==> config.mk <==
export PLATFORM = sky130hd
export DESIGN_NAME = uart_tx_arbiter
export DESIGN_NICKNAME = d
export VERILOG_FILES = /design/src/rtl/uart_tx_arbiter.sv
export SDC_FILE = /design/constraint.sdc
export NUM_CORES = 1
export LEC_CHECK = 0
export ABC_CLOCK_PERIOD_IN_PS = 4900
export CELL_PAD_IN_SITES_DETAIL_PLACEMENT = 1
export CELL_PAD_IN_SITES_GLOBAL_PLACEMENT = 1
export CORE_MARGIN = 4
export CORE_UTILIZATION = 35
export DETAILED_ROUTE_END_ITERATION = 7
export GPL_ROUTABILITY_DRIVEN = 0
export GPL_TIMING_DRIVEN = 0
export PLACE_DENSITY_LB_ADDON = 0.1
export SYNTH_ARGS = -nofsm -noshare
export SYNTH_HDL_FRONTEND = slang
export SYNTH_SLANG_ARGS = --single-unit
==> constraint.sdc <==
create_clock -name clk -period 4.9 [get_ports clk]
set_input_delay 0.98 -clock clk [delete_from_list [all_inputs] [get_ports clk]]
set_output_delay 0.98 -clock clk [all_outputs]
set_load 0.01 [all_outputs]
==> src/rtl/uart_tx_arbiter.sv <==
// Round-robin arbiter/sequencer sharing one UART transmitter among N_REQ
// byte-burst requesters. One byte in flight at a time, paced by tx_done.
module uart_tx_arbiter #(
    parameter int unsigned N_REQ = 4,
    parameter int unsigned LEN_W = 4
) (
    input  logic                     clk,
    input  logic                     rst,
    input  logic [N_REQ-1:0]         req,
    input  logic [N_REQ*LEN_W-1:0]   req_len,
    input  logic [N_REQ*8-1:0]       req_data,
    output logic [N_REQ-1:0]         byte_ack,
    output logic [N_REQ-1:0]         burst_done,
    output logic [N_REQ-1:0]         grant,
    output logic                     busy,
    output logic                     trmt,
    output logic [7:0]               tx_data,
    input  logic                     tx_done
);

    localparam int unsigned IDX_W  = (N_REQ > 1) ? $clog2(N_REQ) : 1;
    localparam int unsigned SUM_W  = IDX_W + 1;
    localparam int unsigned BYTE_W = 8;

    typedef enum logic [1:0] {
        IDLE   = 2'd0,
        LAUNCH = 2'd1,
        GUARD  = 2'd2,
        WAIT   = 2'd3
    } state_t;

    state_t             state_q, state_d;
    logic [IDX_W-1:0]   gidx_q, gidx_d;
    logic [IDX_W-1:0]   ptr_q, ptr_d;
    logic [LEN_W-1:0]   cnt_q, cnt_d;

    logic [N_REQ-1:0]   grant_d;
    logic [N_REQ-1:0]   byte_ack_d;
    logic [N_REQ-1:0]   burst_done_d;
    logic               trmt_d;
    logic               busy_d;
    logic [BYTE_W-1:0]  tx_data_d;

    logic [LEN_W-1:0]   len_lane  [N_REQ];
    logic [BYTE_W-1:0]  data_lane [N_REQ];

    logic               win_found_c;
    logic [IDX_W-1:0]   win_idx_c;
    logic [SUM_W-1:0]   cand_c;

    // Unpack the per-requester length and data lanes
    for (genvar gi = 0; gi < N_REQ; gi++) begin : g_lane
        assign len_lane[gi]  = req_len[gi*LEN_W +: LEN_W];
        assign data_lane[gi] = req_data[gi*BYTE_W +: BYTE_W];
    end

    // Rotating priority search: first set req bit at or above ptr, with wrap
    always_comb begin
        win_found_c = 1'b0;
        win_idx_c   = '0;
        cand_c      = '0;
        for (int unsigned k = 0; k < N_REQ; k++) begin
            cand_c = {1'b0, ptr_q} + SUM_W'(k);
            if (cand_c >= SUM_W'(N_REQ)) begin
                cand_c = cand_c - SUM_W'(N_REQ);
            end
            if (!win_found_c && req[cand_c[IDX_W-1:0]]) begin
                win_found_c = 1'b1;
                win_idx_c   = cand_c[IDX_W-1:0];
            end
        end
    end

    // Next-state and next-output logic
    always_comb begin
        state_d      = state_q;
        gidx_d       = gidx_q;
        ptr_d        = ptr_q;
        cnt_d        = cnt_q;
        grant_d      = grant;
        tx_data_d    = tx_data;
        trmt_d       = 1'b0;
        byte_ack_d   = '0;
        burst_done_d = '0;

        case (state_q)
            IDLE: begin
                if (win_found_c) begin
                    gidx_d             = win_idx_c;
                    grant_d            = '0;
                    grant_d[win_idx_c] = 1'b1;
                    cnt_d              = (len_lane[win_idx_c] == '0) ? LEN_W'(1)
                                                                     : len_lane[win_idx_c];
                    tx_data_d          = data_lane[win_idx_c];
                    trmt_d             = 1'b1;
                    byte_ack_d         = grant_d;
                    state_d            = LAUNCH;
                end
            end
            LAUNCH: begin
                state_d = GUARD;
            end
            GUARD: begin
                // tx_done is being cleared by the transmitter this cycle
                state_d = WAIT;
            end
            WAIT: begin
                if (tx_done) begin
                    if ((cnt_q > LEN_W'(1)) && req[gidx_q]) begin
                        cnt_d      = cnt_q - LEN_W'(1);
                        tx_data_d  = data_lane[gidx_q];
                        trmt_d     = 1'b1;
                        byte_ack_d = grant;
                        state_d    = LAUNCH;
                    end else begin
                        burst_done_d = grant;
                        grant_d      = '0;
                        ptr_d        = (gidx_q == IDX_W'(N_REQ - 1)) ? '0
                                                                      : gidx_q + IDX_W'(1);
                        state_d      = IDLE;
                    end
                end
            end
            default: begin
                state_d = IDLE;
            end
        endcase

        busy_d = (state_d != IDLE);
    end

    // State and registered outputs; reset aborts any burst without burst_done
    always_ff @(posedge clk) begin
        if (rst) begin
            state_q    <= IDLE;
            gidx_q     <= '0;
            ptr_q      <= '0;
            cnt_q      <= '0;
            grant      <= '0;
            byte_ack   <= '0;
            burst_done <= '0;
            trmt       <= 1'b0;
            busy       <= 1'b0;
            tx_data    <= 8'h00;
        end else begin
            state_q    <= state_d;
            gidx_q     <= gidx_d;
            ptr_q      <= ptr_d;
            cnt_q      <= cnt_d;
            grant      <= grant_d;
            byte_ack   <= byte_ack_d;
            burst_done <= burst_done_d;
            trmt       <= trmt_d;
            busy       <= busy_d;
            tx_data    <= tx_data_d;
        end
    end

endmodule

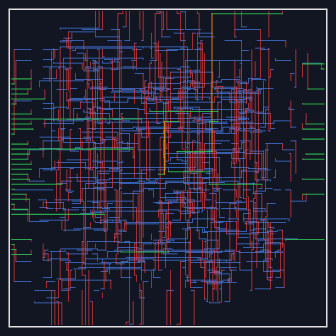
Run 1: wiring by layer
color	layer	wire length
red	metal 2	3,320 µm
orange	metal 4	51.7 µm
blue	metal 1	2,750 µm
green	metal 3	368 µm
GRT Overall Usage: 18.7%
total length of routed wires: 6490 µm
wire per inst: 16.3 µm
overall via count from detail_route: 2,117

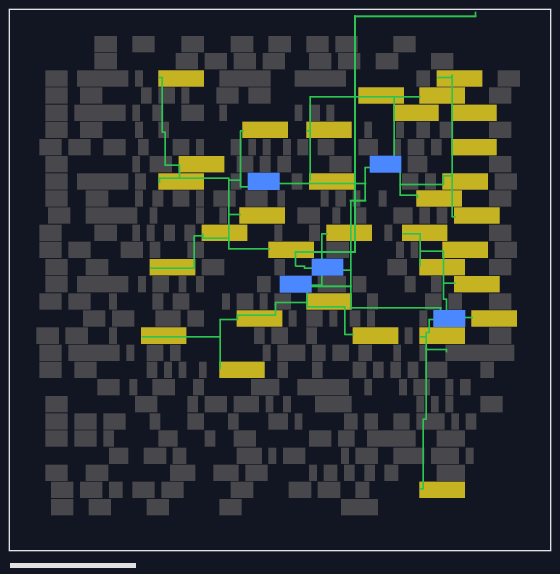
Run 1: routed clock nets over the placement
Bar = 20 µm.
[blue] clock drivers | count: 5
[green] clock wires | length: 446 µm
[yellow] flip-flops | count: 32
routed clock nets	6

==> flow_results.xml, run 1 <==
<?xml version="1.0" encoding="UTF-8"?>
<metrics>
  <group name="die">
    <metric name="core_region_area" unit="µm²">5890</metric>
    <metric name="chipWidth" unit="µm">85.7</metric>
    <metric name="die_h" unit="µm">85.7</metric>
    <metric name="num_rows" unit="">28</metric>
  </group>
  <group name="logic_synthesis">
    <metric name="ys_sh_xor" unit="%">0</metric>
    <metric name="postSynth.topFlopCell" unit="">sky130_fd_sc_hd__dfxtp_1</metric>
    <metric name="postSynthSeqShare" unit="%">30.3</metric>
    <metric name="mappedNetlistArea" unit="µm²">2110</metric>
    <metric name="netlist_instances" unit="">239</metric>
    <metric name="compound_area_share" unit="%">18.5</metric>
    <metric name="synth.cellmix.simpleShare" unit="%">19.9</metric>
    <metric name="yosysWarnings" unit="">0</metric>
    <metric name="netlist.area_leader.share" unit="%">30.3</metric>
    <metric name="async_reset_ff_share" unit="%">0</metric>
  </group>
  <group name="hold_path">
    <metric name="hold_wc_startpoint" unit="">tx_data[2]</metric>
    <metric name="worstHoldPathType" unit="">flip-flop to flip-flop</metric>
  </group>
  <group name="pwr">
    <metric name="seq_cell_power" unit="µW">303</metric>
    <metric name="switching_power" unit="µW">252</metric>
    <metric name="cellLeakagePower" unit="µW">0.00116</metric>
    <metric name="vdd.ir_drop.worst" unit="mV">0.199</metric>
    <metric name="clkPwrFrac" unit="%">30.4</metric>
    <metric name="seqPwrFrac" unit="%">36.5</metric>
    <metric name="power.combinational.total" unit="µW">275</metric>
  </group>
  <group name="finish">
    <metric name="regMostFlops" unit="">tx_data</metric>
  </group>
  <group name="sta">
    <metric name="finalSetupTns" unit="ps">0</metric>
    <metric name="min_period" unit="ps">3160</metric>
    <metric name="layout_worst_path_cycle_share" unit="%">64.4</metric>
    <metric name="timing_worst_slew_pin_value" unit="ps">815</metric>
    <metric name="clock-skew-final" unit="ps">5.96</metric>
    <metric name="finalHoldViolations" unit="">0</metric>
    <metric name="layout_setup_ws" unit="ps">1740</metric>
    <metric name="max_slew_margin" unit="%">45.7</metric>
  </group>
  <group name="grt">
    <metric name="grt_first_pass_wirelength" unit="µm">10900</metric>
    <metric name="grt_pass1_vias" unit="">2295</metric>
  </group>
  <group name="cts">
    <metric name="cts.htree.levels" unit="">2</metric>
    <metric name="cts_sinks" unit="">32</metric>
    <metric name="post_cts.resized_instances" unit="">0</metric>
    <metric name="cts.root.buffer_cell" unit="">sky130_fd_sc_hd__clkbuf_8</metric>
    <metric name="cts_tree" unit="">done</metric>
    <metric name="clkSlewWorstSetupHoldPaths" unit="ps">70</metric>
  </group>
  <group name="routing">
    <metric name="first_pass_iters" unit="">4</metric>
    <metric name="drtIter0Drc" unit="">94</metric>
    <metric name="avgViaCountPerCell" unit="">5.33</metric>
    <metric name="postRouteAntennaNets" unit="">0</metric>
  </group>
  <group name="job">
    <metric name="warning_count" unit="">30</metric>
    <metric name="maxCapViolCount" unit="">0</metric>
  </group>
  <group name="outcome">
    <metric name="outcome" unit="">complete, no violations</metric>
  </group>
  <group name="place">
    <metric name="count_of_port_buffers_added_during_placement" unit="">75</metric>
    <metric name="dp_hpwl" unit="µm">5100</metric>
  </group>
  <group name="critical_path">
    <metric name="worstPathMaxFanout" unit="">10</metric>
    <metric name="end_point_of_the_critical_path" unit="">cnt_q[2]</metric>
  </group>
</metrics>
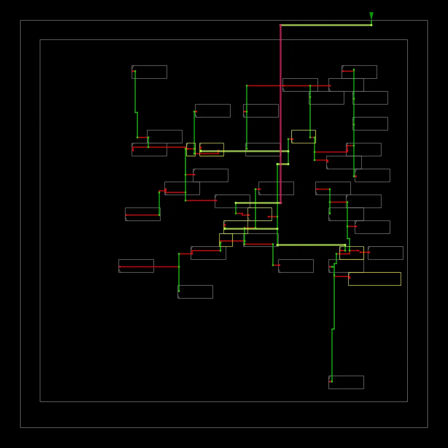
Run 1: clock nets
count of sequential standard cells: 32
Clk power: 252 µW
clock latency at the later pin of the worst-skew pair: 280 ps
total clock buffers created by CTS: 5
layout clock buffer count: 5

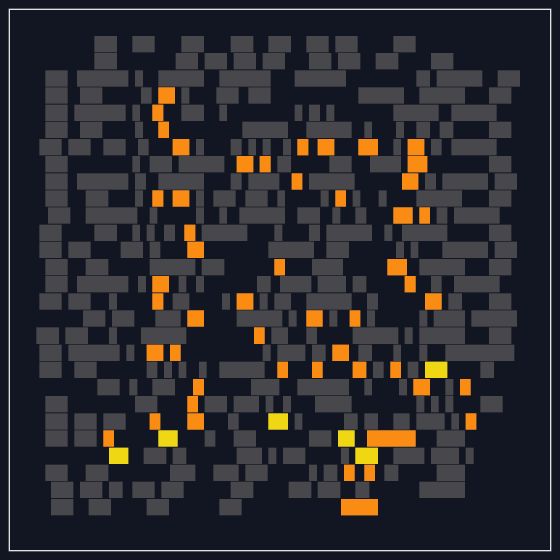
Run 1: gate-type map
color	family	cells
orange	aoi and oai cells	50
yellow	non-inverting ao/oa cells	6
top logic cell by instance count in the layout: sky130_fd_sc_hd__clkdlybuf4s50_1
post-route non-filler standard cell count: 397
logic share of the area: 44.5%

## run 1: per-stage QoR
| stage | std cells | hold WS, ps | utilization, % | total power (µW) | area [µm²] |
|---|---|---|---|---|---|
| 6_report | 397 | 503 | 52.1 | 830 | 3070 |
| 5_1_grt | 397 | 534 | 52.1 | 882 | 3070 |
| 4_1_cts | 397 | 505 | 52.1 | 841 | 3070 |
| 3_5_place_dp | 389 | 497 | 50.2 | 585 | 2960 |
| 3_3_place_gp | 389 | 495 | 50.2 | 578 | 2960 |
| 2_1_floorplan | 239 | 474 | - | 461 | 2110 |
## run 1: placed cells by master, fill, tap and decap left out, types with 2 or more instances in the layout
| master | netlist | routed |
|---|---|---|
| sky130_fd_sc_hd__a22oi_1 | 3 | 3 |
| sky130_fd_sc_hd__nor2b_1 | 2 | 2 |
| sky130_fd_sc_hd__and2_1 | 4 | 4 |
| sky130_fd_sc_hd__mux4_2 | 9 | 9 |
| sky130_fd_sc_hd__buf_6 | 2 | 2 |
| sky130_fd_sc_hd__mux2i_1 | 23 | 23 |
| sky130_fd_sc_hd__nand2b_1 | 5 | 5 |
| sky130_fd_sc_hd__mux2_2 | 3 | 3 |
| sky130_fd_sc_hd__nor2_2 | 2 | 2 |
| sky130_fd_sc_hd__dfxtp_1 | 32 | 32 |
| sky130_fd_sc_hd__nand3_1 | 9 | 9 |
| sky130_fd_sc_hd__a32oi_1 | 4 | 4 |
| sky130_fd_sc_hd__inv_1 | 7 | 7 |
| sky130_fd_sc_hd__nand2_1 | 20 | 20 |
| sky130_fd_sc_hd__nor2_1 | 26 | 26 |
| sky130_fd_sc_hd__clkbuf_8 | 0 | 5 |
| sky130_fd_sc_hd__o21ai_0 | 5 | 5 |
| sky130_fd_sc_hd__clkdlybuf4s50_1 | 0 | 75 |
| sky130_fd_sc_hd__a22o_1 | 2 | 2 |
| sky130_fd_sc_hd__ha_1 | 7 | 7 |
| sky130_fd_sc_hd__o31ai_1 | 2 | 2 |
| sky130_fd_sc_hd__clkbuf_1 | 10 | 10 |
| sky130_fd_sc_hd__a21oi_1 | 21 | 21 |
| sky130_fd_sc_hd__a211oi_1 | 11 | 11 |
| sky130_fd_sc_hd__nor3_1 | 10 | 10 |
## run 1: layer usage
layer	share of wire, %	routed length [µm]	up-vias	GRT usage (%)
met3	5.7	368	4	4.51
met4	0.79	51	0	4.03
li1	-	-	1041	-
met2	51	3320	56	34.2
met5	0	0	-	0
met1	42	2750	1016	22.2
## run 1: critical path, cell delays in order
cell                              delay [ps]
sky130_fd_sc_hd__clkdlybuf4s50_1         520
sky130_fd_sc_hd__or2_1                   310
sky130_fd_sc_hd__o31ai_4                 450
sky130_fd_sc_hd__nor2_1                  270
sky130_fd_sc_hd__nor2_2                  390
sky130_fd_sc_hd__o21ai_0                 170
sky130_fd_sc_hd__o31a_1                  130
sky130_fd_sc_hd__a21oi_1                 130
## run 1: final cells by class
class / instances / area (µm²)
clock inverter: 3 / 42.5
sequential: 32 / 641
tap: 75 / 93.8
fill: 698 / 2820
buffer: 15 / 76.3
inverter: 8 / 30.0
clock buffer: 5 / 68.8
multi-input combinational: 184 / 1360
timing repair buffer: 75 / 751
==> run 1 -> run 2 <==
--- a/config.mk
+++ b/config.mk
@@ -5,11 +5,11 @@
 export SDC_FILE = /design/constraint.sdc
 export NUM_CORES = 1
 export LEC_CHECK = 0
-export ABC_CLOCK_PERIOD_IN_PS = 4900
+export ABC_CLOCK_PERIOD_IN_PS = 3200
 export CELL_PAD_IN_SITES_DETAIL_PLACEMENT = 1
 export CELL_PAD_IN_SITES_GLOBAL_PLACEMENT = 1
 export CORE_MARGIN = 4
-export CORE_UTILIZATION = 35
+export CORE_UTILIZATION = 33
 export DETAILED_ROUTE_END_ITERATION = 7
 export GPL_ROUTABILITY_DRIVEN = 0
 export GPL_TIMING_DRIVEN = 0
==> constraint.sdc (replaced) <==
create_clock -name clk -period 3.2 [get_ports clk]
set_input_delay 0.64 -clock clk [delete_from_list [all_inputs] [get_ports clk]]
set_output_delay 0.64 -clock clk [all_outputs]
set_load 0.01 [all_outputs]
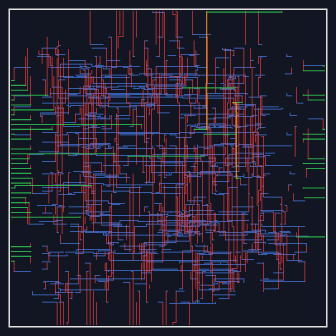
Run 2: wiring by layer
color	layer	wire length
blue	metal 1	2,620 µm
red	metal 2	3,170 µm
green	metal 3	380 µm
orange	metal 4	54.6 µm
GRT Overall Usage: 17.2%
overall via count from detail_route: 2,097
wire per inst: 15.7 µm
total length of routed wires: 6230 µm

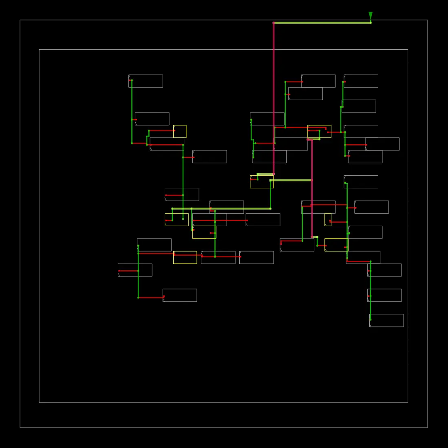
Run 2: clock nets
Post-Route Skew: 2.70 ps
layout clock buffer count: 7
number of clock sinks: 32
Clk power: 318 µW

==> run 2 against run 1 <==
Compared with the run above:
- global-route usage is 1.6 points lower
- largest power group unchanged
- wire length down 4.0%
- synthesized cell count did not move
- sequential share of layout area rose by 0.12 points
- highest routed layer unchanged
- critical path depth stayed put
==> flow_results.xml, run 2 <==
<?xml version="1.0" encoding="UTF-8"?>
<metrics>
  <group name="outcome">
    <metric name="outcome" unit="">complete, no violations</metric>
  </group>
  <group name="grt">
    <metric name="grt_first_pass_wirelength" unit="µm">10400</metric>
    <metric name="grt_pass1_vias" unit="">2145</metric>
  </group>
  <group name="sta">
    <metric name="finalHoldViolations" unit="">0</metric>
    <metric name="finalSetupTns" unit="ps">0</metric>
    <metric name="max_slew_margin" unit="%">48.6</metric>
    <metric name="timing_worst_slew_pin_value" unit="ps">771</metric>
    <metric name="layout_worst_path_cycle_share" unit="%">88.4</metric>
  </group>
  <group name="finish">
    <metric name="layout_top_cells_excl_fill_tap" unit="">sky130_fd_sc_hd__clkdlybuf4s50_1, sky130_fd_sc_hd__dfxtp_1, sky130_fd_sc_hd__nor2_1</metric>
    <metric name="area.combinational" unit="µm²">1360</metric>
    <metric name="regMostFlops" unit="">tx_data</metric>
    <metric name="instances_no_fill" unit="">397</metric>
    <metric name="seqCellArea" unit="µm²">641</metric>
    <metric name="filler_cell_count" unit="">727</metric>
    <metric name="mostFrequentLayoutCell" unit="">sky130_fd_sc_hd__clkdlybuf4s50_1</metric>
    <metric name="fin_util" unit="%">50.3</metric>
  </group>
  <group name="die">
    <metric name="die_h" unit="µm">88.0</metric>
    <metric name="num_rows" unit="">28</metric>
    <metric name="chipWidth" unit="µm">88.0</metric>
    <metric name="core_region_area" unit="µm²">6060</metric>
  </group>
  <group name="logic_synthesis">
    <metric name="yosysWarnings" unit="">0</metric>
    <metric name="netlist.area_leader.share" unit="%">30.3</metric>
    <metric name="netlist_instances" unit="">239</metric>
    <metric name="async_reset_ff_share" unit="%">0</metric>
    <metric name="mappedNetlistArea" unit="µm²">2110</metric>
    <metric name="postSynthSeqShare" unit="%">30.3</metric>
  </group>
  <group name="job">
    <metric name="maxCapViolCount" unit="">0</metric>
    <metric name="warning_count" unit="">30</metric>
  </group>
  <group name="cts">
    <metric name="cts_inserted_buffers" unit="">5</metric>
    <metric name="clkSlewWorstSetupHoldPaths" unit="ps">60</metric>
    <metric name="post_cts.resized_instances" unit="">0</metric>
    <metric name="cts.htree.levels" unit="">2</metric>
    <metric name="clkLatencyLatePin" unit="ps">280</metric>
    <metric name="cts.root.buffer_cell" unit="">sky130_fd_sc_hd__clkbuf_8</metric>
    <metric name="cts_tree" unit="">done</metric>
  </group>
  <group name="routing">
    <metric name="postRouteAntennaNets" unit="">0</metric>
    <metric name="avgViaCountPerCell" unit="">5.28</metric>
    <metric name="first_pass_iters" unit="">4</metric>
  </group>
  <group name="pwr">
    <metric name="cellLeakagePower" unit="µW">0.00115</metric>
    <metric name="vdd.ir_drop.worst" unit="mV">0.266</metric>
    <metric name="switching_power" unit="µW">369</metric>
    <metric name="seqPwrFrac" unit="%">38.7</metric>
    <metric name="clkPwrFrac" unit="%">26.5</metric>
  </group>
  <group name="critical_path">
    <metric name="worstPathMaxFanout" unit="">10</metric>
  </group>
  <group name="place">
    <metric name="dp_hpwl" unit="µm">4940</metric>
  </group>
  <group name="hold_path">
    <metric name="worstHoldPathType" unit="">flip-flop to flip-flop</metric>
    <metric name="hold_wc_startpoint" unit="">tx_data[2]</metric>
  </group>
</metrics>
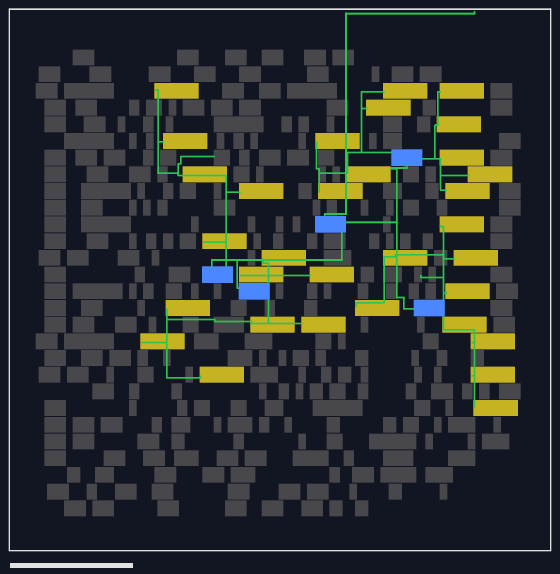
Run 2: routed clock nets over the placement
Bar = 20 µm.
[green] clock wires | length: 400 µm
[blue] clock drivers | count: 5
[yellow] flip-flops | count: 32
routed clock nets	6

-- run 2: cell count changes in the layout (fill, tap and decap cells not counted), sizes merged --
cell / before / now
bufinv: 1 / 0
clkinv: 1 / 0
clkbuf: 15 / 17
-- run 2: power by group through the flow --
stage / sequential [µW] / clock [µW] / combinational (µW)
floorplan: 479 / 0 / 226
global placement: 472 / 0 / 414
detailed placement: 473 / 0 / 421
CTS: 465 / 327 / 423
global route: 470 / 340 / 464
finish: 464 / 318 / 417
-- run 2: final cells by class --
cell class                 instances  area share (%)
tap                               75            3.08
timing repair buffer              75            24.6
inverter                           8           0.985
sequential                        32            21.0
clock inverter                     1           0.246
multi-input combinational        184            44.7
buffer                            15            2.50
clock buffer                       7            2.83
-- run 2: how the worst max path moves through the flow --
stage,startpoint,to,slack [ps]
after detailed placement,req[3],cnt_q[2],80
after global routing,req[1],byte_ack[1],160
after global placement,req[3],cnt_q[2],140
after CTS,req[3],cnt_q[2],370
final,req[3],cnt_q[2],370
after floorplan,req[2],cnt_q[2],1130
-- run 2: kinds of logic (layout without fill, tap and decap cells) --
| logic type | Yosys count | count (layout) | synth area share [%] |
|---|---|---|---|
| and+or+nand+nor | 86 | 86 | 19.9 |
| AOI/OAI and AO/OA | 56 | 56 | 18.5 |
| muxes | 35 | 35 | 22.1 |
| DFF | 32 | 32 | 30.3 |
| buffers and inverters | 23 | 106 | 5.04 |
| adders and majority gates | 7 | 7 | 4.15 |
-- run 2: worst max-delay path: stages --
cell	delay (ps)
sky130_fd_sc_hd__clkdlybuf4s50_1	520
sky130_fd_sc_hd__or2_1	310
sky130_fd_sc_hd__o31ai_4	450
sky130_fd_sc_hd__nor2_1	250
sky130_fd_sc_hd__nor2_2	430
sky130_fd_sc_hd__o21ai_0	160
sky130_fd_sc_hd__o31a_1	130
sky130_fd_sc_hd__a21oi_1	130
-- run 2: routing by layer --
layer	up-vias	routed length [µm]	share of wire, %	track usage [%]
met1	996	2620	42	21.0
met5	-	0	0	0
met2	55	3170	51	30.7
li1	1041	-	-	-
met4	0	54	0.87	3.77
met3	5	379	6.1	3.86
-- run 2: per-stage QoR --
stage                     setup slack, ps  power, µW  hold WS, ps  area (µm²)
after floorplan                      1130        705          474        2110
after global placement                135        886          492        2960
after detailed placement             81.8        894          496        2960
final                                 371       1200          506        3050
after global routing                  163       1270          523        3050
after CTS                             374       1220          505        3050
No activity file was given, so power comes from the tool's default toggle rates.
